<file path="src/rtl/mips_instr_encoder_if.sv">
// Field-bundle / instruction-memory write bus for the MIPS instruction encoder.
// The master side produces decoded instruction descriptions and observes the
// memory writes; the slave side is the encoder itself.
interface mips_instr_encoder_if #(
  parameter int AW = 8
);
  logic          Start;
  logic          InValid;
  logic          InReady;
  logic          Last;
  logic [2:0]    Kind;
  logic [4:0]    Rs;
  logic [4:0]    Rt;
  logic [4:0]    Rd;
  logic [4:0]    Shamt;
  logic [5:0]    Funct;
  logic [15:0]   Imm;
  logic          WrEn;
  logic [AW-1:0] WrAddr;
  logic [31:0]   WrData;
  logic [AW:0]   Count;
  logic          Done;
  logic          Error;

  modport master (
    output Start, InValid, Last, Kind, Rs, Rt, Rd, Shamt, Funct, Imm,
    input  InReady, WrEn, WrAddr, WrData, Count, Done, Error
  );

  modport slave (
    input  Start, InValid, Last, Kind, Rs, Rt, Rd, Shamt, Funct, Imm,
    output InReady, WrEn, WrAddr, WrData, Count, Done, Error
  );
endinterface

</file>
<file path="src/rtl/mips_instr_encoder.sv">
// Sequential MIPS instruction-stream writer. Each accepted field bundle is
// assembled into a 32-bit machine word and written to consecutive
// instruction-memory word addresses starting at BASE.
module mips_instr_encoder #(
  parameter int AW   = 8,
  parameter int BASE = 0
) (
  input logic                Clk,
  input logic                Rst_n,
  mips_instr_encoder_if.slave bus
);

  typedef enum logic [1:0] {S_IDLE, S_RUN, S_DONE, S_ERR} state_t;

  localparam logic [2:0] K_RTYPE  = 3'd0;
  localparam logic [2:0] K_LW     = 3'd1;
  localparam logic [2:0] K_SW     = 3'd2;
  localparam logic [2:0] K_BRANCH = 3'd3;
  localparam logic [2:0] K_ADDI   = 3'd4;
  localparam logic [2:0] K_ADDIU  = 3'd5;

  localparam logic [AW-1:0] BASE_ADDR = AW'(BASE);
  localparam logic [AW-1:0] LAST_ADDR = '1;
  localparam logic [AW-1:0] ADDR_ONE  = AW'(1);
  localparam logic [AW:0]   CNT_ONE   = (AW + 1)'(1);

  state_t        r_state;
  state_t        w_state_nxt;
  logic [AW-1:0] r_addr;
  logic          r_full;
  logic [AW:0]   r_count;
  logic          r_wr_en;
  logic [AW-1:0] r_wr_addr;
  logic [31:0]   r_wr_data;

  logic          w_in_ready;
  logic          w_xfer;
  logic          w_legal;
  logic          w_overrun;
  logic [15:0]   w_off;
  logic [31:0]   w_word;

  // Start wins over any handshake, so the encoder never accepts in a Start cycle.
  assign w_in_ready = (r_state == S_RUN) & ~r_full & ~bus.Start;
  assign w_xfer     = bus.InValid & w_in_ready;
  assign w_legal    = (bus.Kind <= K_ADDIU);
  assign w_overrun  = (r_state == S_RUN) & r_full & bus.InValid & ~bus.Start;

  // Branch offset relative to the word after the one being written. Both
  // operands are below 2^15, so plain 16-bit subtraction equals the AW+1-bit
  // difference sign-extended to 16 bits.
  assign w_off = 16'(bus.Imm[AW-1:0]) - 16'(r_addr) - 16'd1;

  // State register.
  always_ff @(posedge Clk or negedge Rst_n) begin
    // NOTE: sequential state is updated with non-blocking assignments so every
    // flop samples pre-edge values regardless of process evaluation order.
    if (!Rst_n) r_state <= S_IDLE;
    else        r_state <= w_state_nxt;
  end

  // Next-state logic: Start restarts from anywhere; DONE and ERR are sticky.
  always_comb begin
    // NOTE: a default assignment at the top keeps every path assigned, so no
    // latch is inferred from the partial if/case below.
    w_state_nxt = r_state;
    if (bus.Start) begin
      w_state_nxt = S_RUN;
    end else if (r_state == S_RUN) begin
      if (w_overrun)                 w_state_nxt = S_ERR;
      else if (w_xfer && !w_legal)   w_state_nxt = S_ERR;
      else if (w_xfer && bus.Last)   w_state_nxt = S_DONE;
    end
  end

  // Output logic: status levels decode directly from the state register.
  always_comb begin
    bus.InReady = w_in_ready;
    bus.Done    = (r_state == S_DONE);
    bus.Error   = (r_state == S_ERR);
    bus.WrEn    = r_wr_en;
    bus.WrAddr  = r_wr_addr;
    bus.WrData  = r_wr_data;
    bus.Count   = r_count;
  end

  // Instruction-word assembly from the current field bundle.
  always_comb begin
    w_word = '0;
    case (bus.Kind)
      K_RTYPE:  w_word = {6'b000000, bus.Rs, bus.Rt, bus.Rd, bus.Shamt, bus.Funct};
      K_LW:     w_word = {6'b100011, bus.Rs, bus.Rt, bus.Imm};
      K_SW:     w_word = {6'b101011, bus.Rs, bus.Rt, bus.Imm};
      K_BRANCH: w_word = {6'b000100, bus.Rs, bus.Rt, w_off};
      K_ADDI:   w_word = {6'b001000, bus.Rs, bus.Rt, bus.Imm};
      K_ADDIU:  w_word = {6'b001001, bus.Rs, bus.Rt, bus.Imm};
      default:  w_word = '0;
    endcase
  end

  // Write port, address pointer, word count and full flag.
  always_ff @(posedge Clk or negedge Rst_n) begin
    if (!Rst_n) begin
      r_wr_en   <= 1'b0;
      r_wr_addr <= '0;
      r_wr_data <= '0;
      r_addr    <= BASE_ADDR;
      r_count   <= '0;
      r_full    <= 1'b0;
    end else begin
      r_wr_en <= 1'b0;
      if (bus.Start) begin
        r_addr  <= BASE_ADDR;
        r_count <= '0;
        r_full  <= 1'b0;
      end else if (w_xfer && w_legal) begin
        r_wr_en   <= 1'b1;
        r_wr_addr <= r_addr;
        r_wr_data <= w_word;
        r_count   <= r_count + CNT_ONE;
        // The top word fills the memory; the pointer parks there instead of wrapping.
        if (r_addr == LAST_ADDR) r_full <= 1'b1;
        else                     r_addr <= r_addr + ADDR_ONE;
      end
    end
  end

endmodule

</file>
<file path="src/flat_wrapper.sv">
// flat-port wrapper written by rule: the top's interface ports become plain ports
module mips_instr_encoder_flat 
#(
  parameter int AW   = 8,
  parameter int BASE = 0
)
  (Clk, Rst_n, bus_Start, bus_InValid, bus_Last, bus_Kind, bus_Rs, bus_Rt, bus_Rd, bus_Shamt, bus_Funct, bus_Imm, bus_InReady, bus_WrEn, bus_WrAddr, bus_WrData, bus_Count, bus_Done, bus_Error);
  mips_instr_encoder_if #(.AW(AW)) bus_i ();
  input logic Clk;
  input logic Rst_n;
  input wire logic [$bits(bus_i.Start)-1:0] bus_Start;
  input wire logic [$bits(bus_i.InValid)-1:0] bus_InValid;
  input wire logic [$bits(bus_i.Last)-1:0] bus_Last;
  input wire logic [$bits(bus_i.Kind)-1:0] bus_Kind;
  input wire logic [$bits(bus_i.Rs)-1:0] bus_Rs;
  input wire logic [$bits(bus_i.Rt)-1:0] bus_Rt;
  input wire logic [$bits(bus_i.Rd)-1:0] bus_Rd;
  input wire logic [$bits(bus_i.Shamt)-1:0] bus_Shamt;
  input wire logic [$bits(bus_i.Funct)-1:0] bus_Funct;
  input wire logic [$bits(bus_i.Imm)-1:0] bus_Imm;
  output wire logic [$bits(bus_i.InReady)-1:0] bus_InReady;
  output wire logic [$bits(bus_i.WrEn)-1:0] bus_WrEn;
  output wire logic [$bits(bus_i.WrAddr)-1:0] bus_WrAddr;
  output wire logic [$bits(bus_i.WrData)-1:0] bus_WrData;
  output wire logic [$bits(bus_i.Count)-1:0] bus_Count;
  output wire logic [$bits(bus_i.Done)-1:0] bus_Done;
  output wire logic [$bits(bus_i.Error)-1:0] bus_Error;
  assign bus_i.Start = bus_Start;
  assign bus_i.InValid = bus_InValid;
  assign bus_i.Last = bus_Last;
  assign bus_i.Kind = bus_Kind;
  assign bus_i.Rs = bus_Rs;
  assign bus_i.Rt = bus_Rt;
  assign bus_i.Rd = bus_Rd;
  assign bus_i.Shamt = bus_Shamt;
  assign bus_i.Funct = bus_Funct;
  assign bus_i.Imm = bus_Imm;
  assign bus_InReady = bus_i.InReady;
  assign bus_WrEn = bus_i.WrEn;
  assign bus_WrAddr = bus_i.WrAddr;
  assign bus_WrData = bus_i.WrData;
  assign bus_Count = bus_i.Count;
  assign bus_Done = bus_i.Done;
  assign bus_Error = bus_i.Error;
  mips_instr_encoder #(.AW(AW), .BASE(BASE)) u_core (.Clk(Clk), .Rst_n(Rst_n), .bus(bus_i));
endmodule
</file>
<file path="config.mk">
export PLATFORM = sky130hd
export DESIGN_NAME = mips_instr_encoder_flat
export DESIGN_NICKNAME = d
export VERILOG_FILES = /design/src/rtl/mips_instr_encoder_if.sv /design/src/rtl/mips_instr_encoder.sv /design/src/flat_wrapper.sv
export SDC_FILE = /design/constraint.sdc
export NUM_CORES = 1
export LEC_CHECK = 0
export ABC_CLOCK_PERIOD_IN_PS = 3080
export CAP_MARGIN = 20
export CORE_ASPECT_RATIO = 1.2
export CORE_MARGIN = 4
export CORE_UTILIZATION = 45
export CTS_CLUSTER_DIAMETER = 200
export DETAILED_ROUTE_END_ITERATION = 8
export GPL_ROUTABILITY_DRIVEN = 0
export GPL_TIMING_DRIVEN = 0
export HOLD_SLACK_MARGIN = 0.12
export PLACE_DENSITY = 0.77
export SLEW_MARGIN = 20
export SYNTH_ARGS = -nofsm -noshare
export SYNTH_HDL_FRONTEND = slang
export SYNTH_SLANG_ARGS = --single-unit
</file>
<file path="constraint.sdc">
create_clock -name Clk -period 3.08 [get_ports Clk]
set_input_delay 0.308 -clock Clk [delete_from_list [all_inputs] [get_ports Clk]]
set_output_delay 0.308 -clock Clk [all_outputs]
set_load 0.01 [all_outputs]
</file>
==> results.sh <==
# flow metrics
export IMPL_grt_pass1_wl_um=15130
export IMPL_largestClassByArea="logic gates"
export IMPL_endpoint="u_core.bus.WrData[9]"
export IMPL_clkTransAtPathRegs_ns=0.07
export IMPL_outcome="completed"
export IMPL_dr_first_iter_drc_count=177
export IMPL_r2r_start="u_core.r_addr[0]"
export IMPL_synthTopCellsByCount="nand2_1 (68), dfrtp_1 (59), nor2_1 (40)"
export IMPL_critical_path_top_delay_family="AND-OR/OR-AND gates"
export IMPL_crit_arrival_ns=3.10
export IMPL_place_area_mm2=0.004501
export IMPL_route_met3_wl_um=742
export IMPL_clkCellAreaFrac=0.04097
export IMPL_combPwrFrac=0.286
export IMPL_yosys_top_cells_area="dfrtp_1 (44%), nand2_1 (7.6%), nor2_1 (4.5%)"
export IMPL_yosys_register_bits=59
export IMPL_wl_met2_um=4923
export IMPL_crit_type="input port to flop"
export IMPL_crit_buf_inv=2
export IMPL_ant_nets=0
export IMPL_overflow=0
export IMPL_max_slew_margin=0.6335
export IMPL_netlist_area_leader_share=0.4378
export IMPL_cts_buffer_depth=2
export IMPL_mux_share=0.03562
export IMPL_finalCritPeriodShare=0.9162
export IMPL_leakagePower_nw=1.958
export IMPL_ys_cells=381
export IMPL_seq_power_share=0.413
export IMPL_edf_count=0
export IMPL_fmax_mhz=354.4
export IMPL_reg2reg_depth=9
export IMPL_ys_area_mm2=0.003372
Floorplan with the power grid:
The bar under the picture is 20 um long. Pins as bars on the die edge. Tap cells in grey.
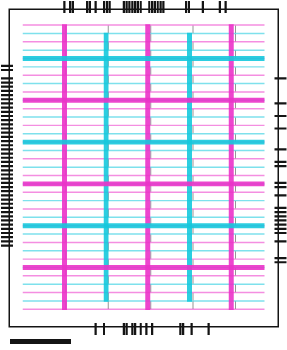
[magenta] VSS
[cyan] VDD
met1 rails: 35
met5 straps: 6
tap cells: 90
signal pins: 103
VDD IR-drop max: 330.5 uV
Die Y: 102.8 um
Die X: 87.02 um
core area: 0.007274 mm^2

Placed cells, one colour a class:
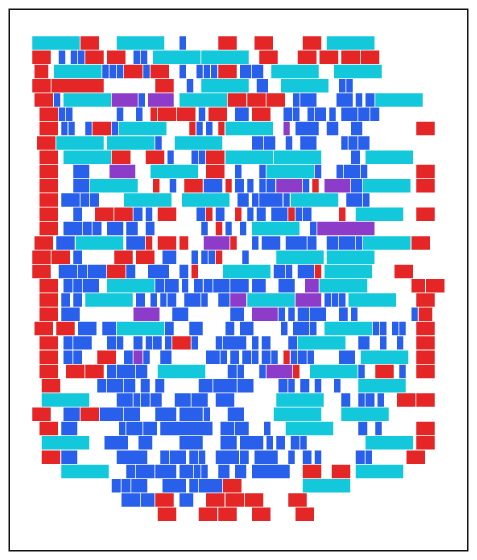
[blue] combinational and other logic | cells: 301 | share of their area: 39%
[cyan] sequential cells | cells: 59 | share of their area: 32%
[red] remaining buffers and delay cells | cells: 122 | share of their area: 24%
[purple] clock drivers and dummy loads | cells: 15 | share of their area: 4.2%
final core utilization: 0.6465
Cell Rows: 34
Non-Filler Cell Area, Final: 0.004703 mm^2
Seq/total area: 0.3139

Clock wires, drivers and flops:
The bar under the picture is 20 um long.
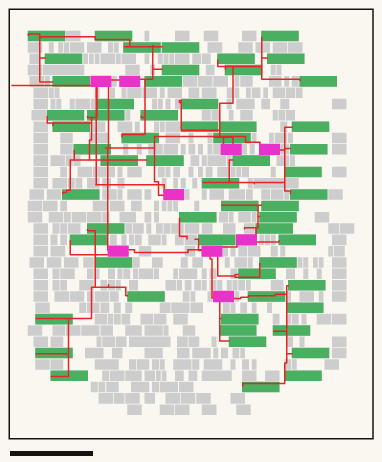
[red] clock wires | length: 735 um
[magenta] clock drivers | count: 9
[green] flip-flops | count: 59
flops lie: widely spread
Clock power frac: 0.302
Worst Clk Skew: 0.01275 ns
Worst-Skew Late Latency: 0.34 ns
clock network power: 0.690 mW

Power is estimated from default activity; no workload was simulated.
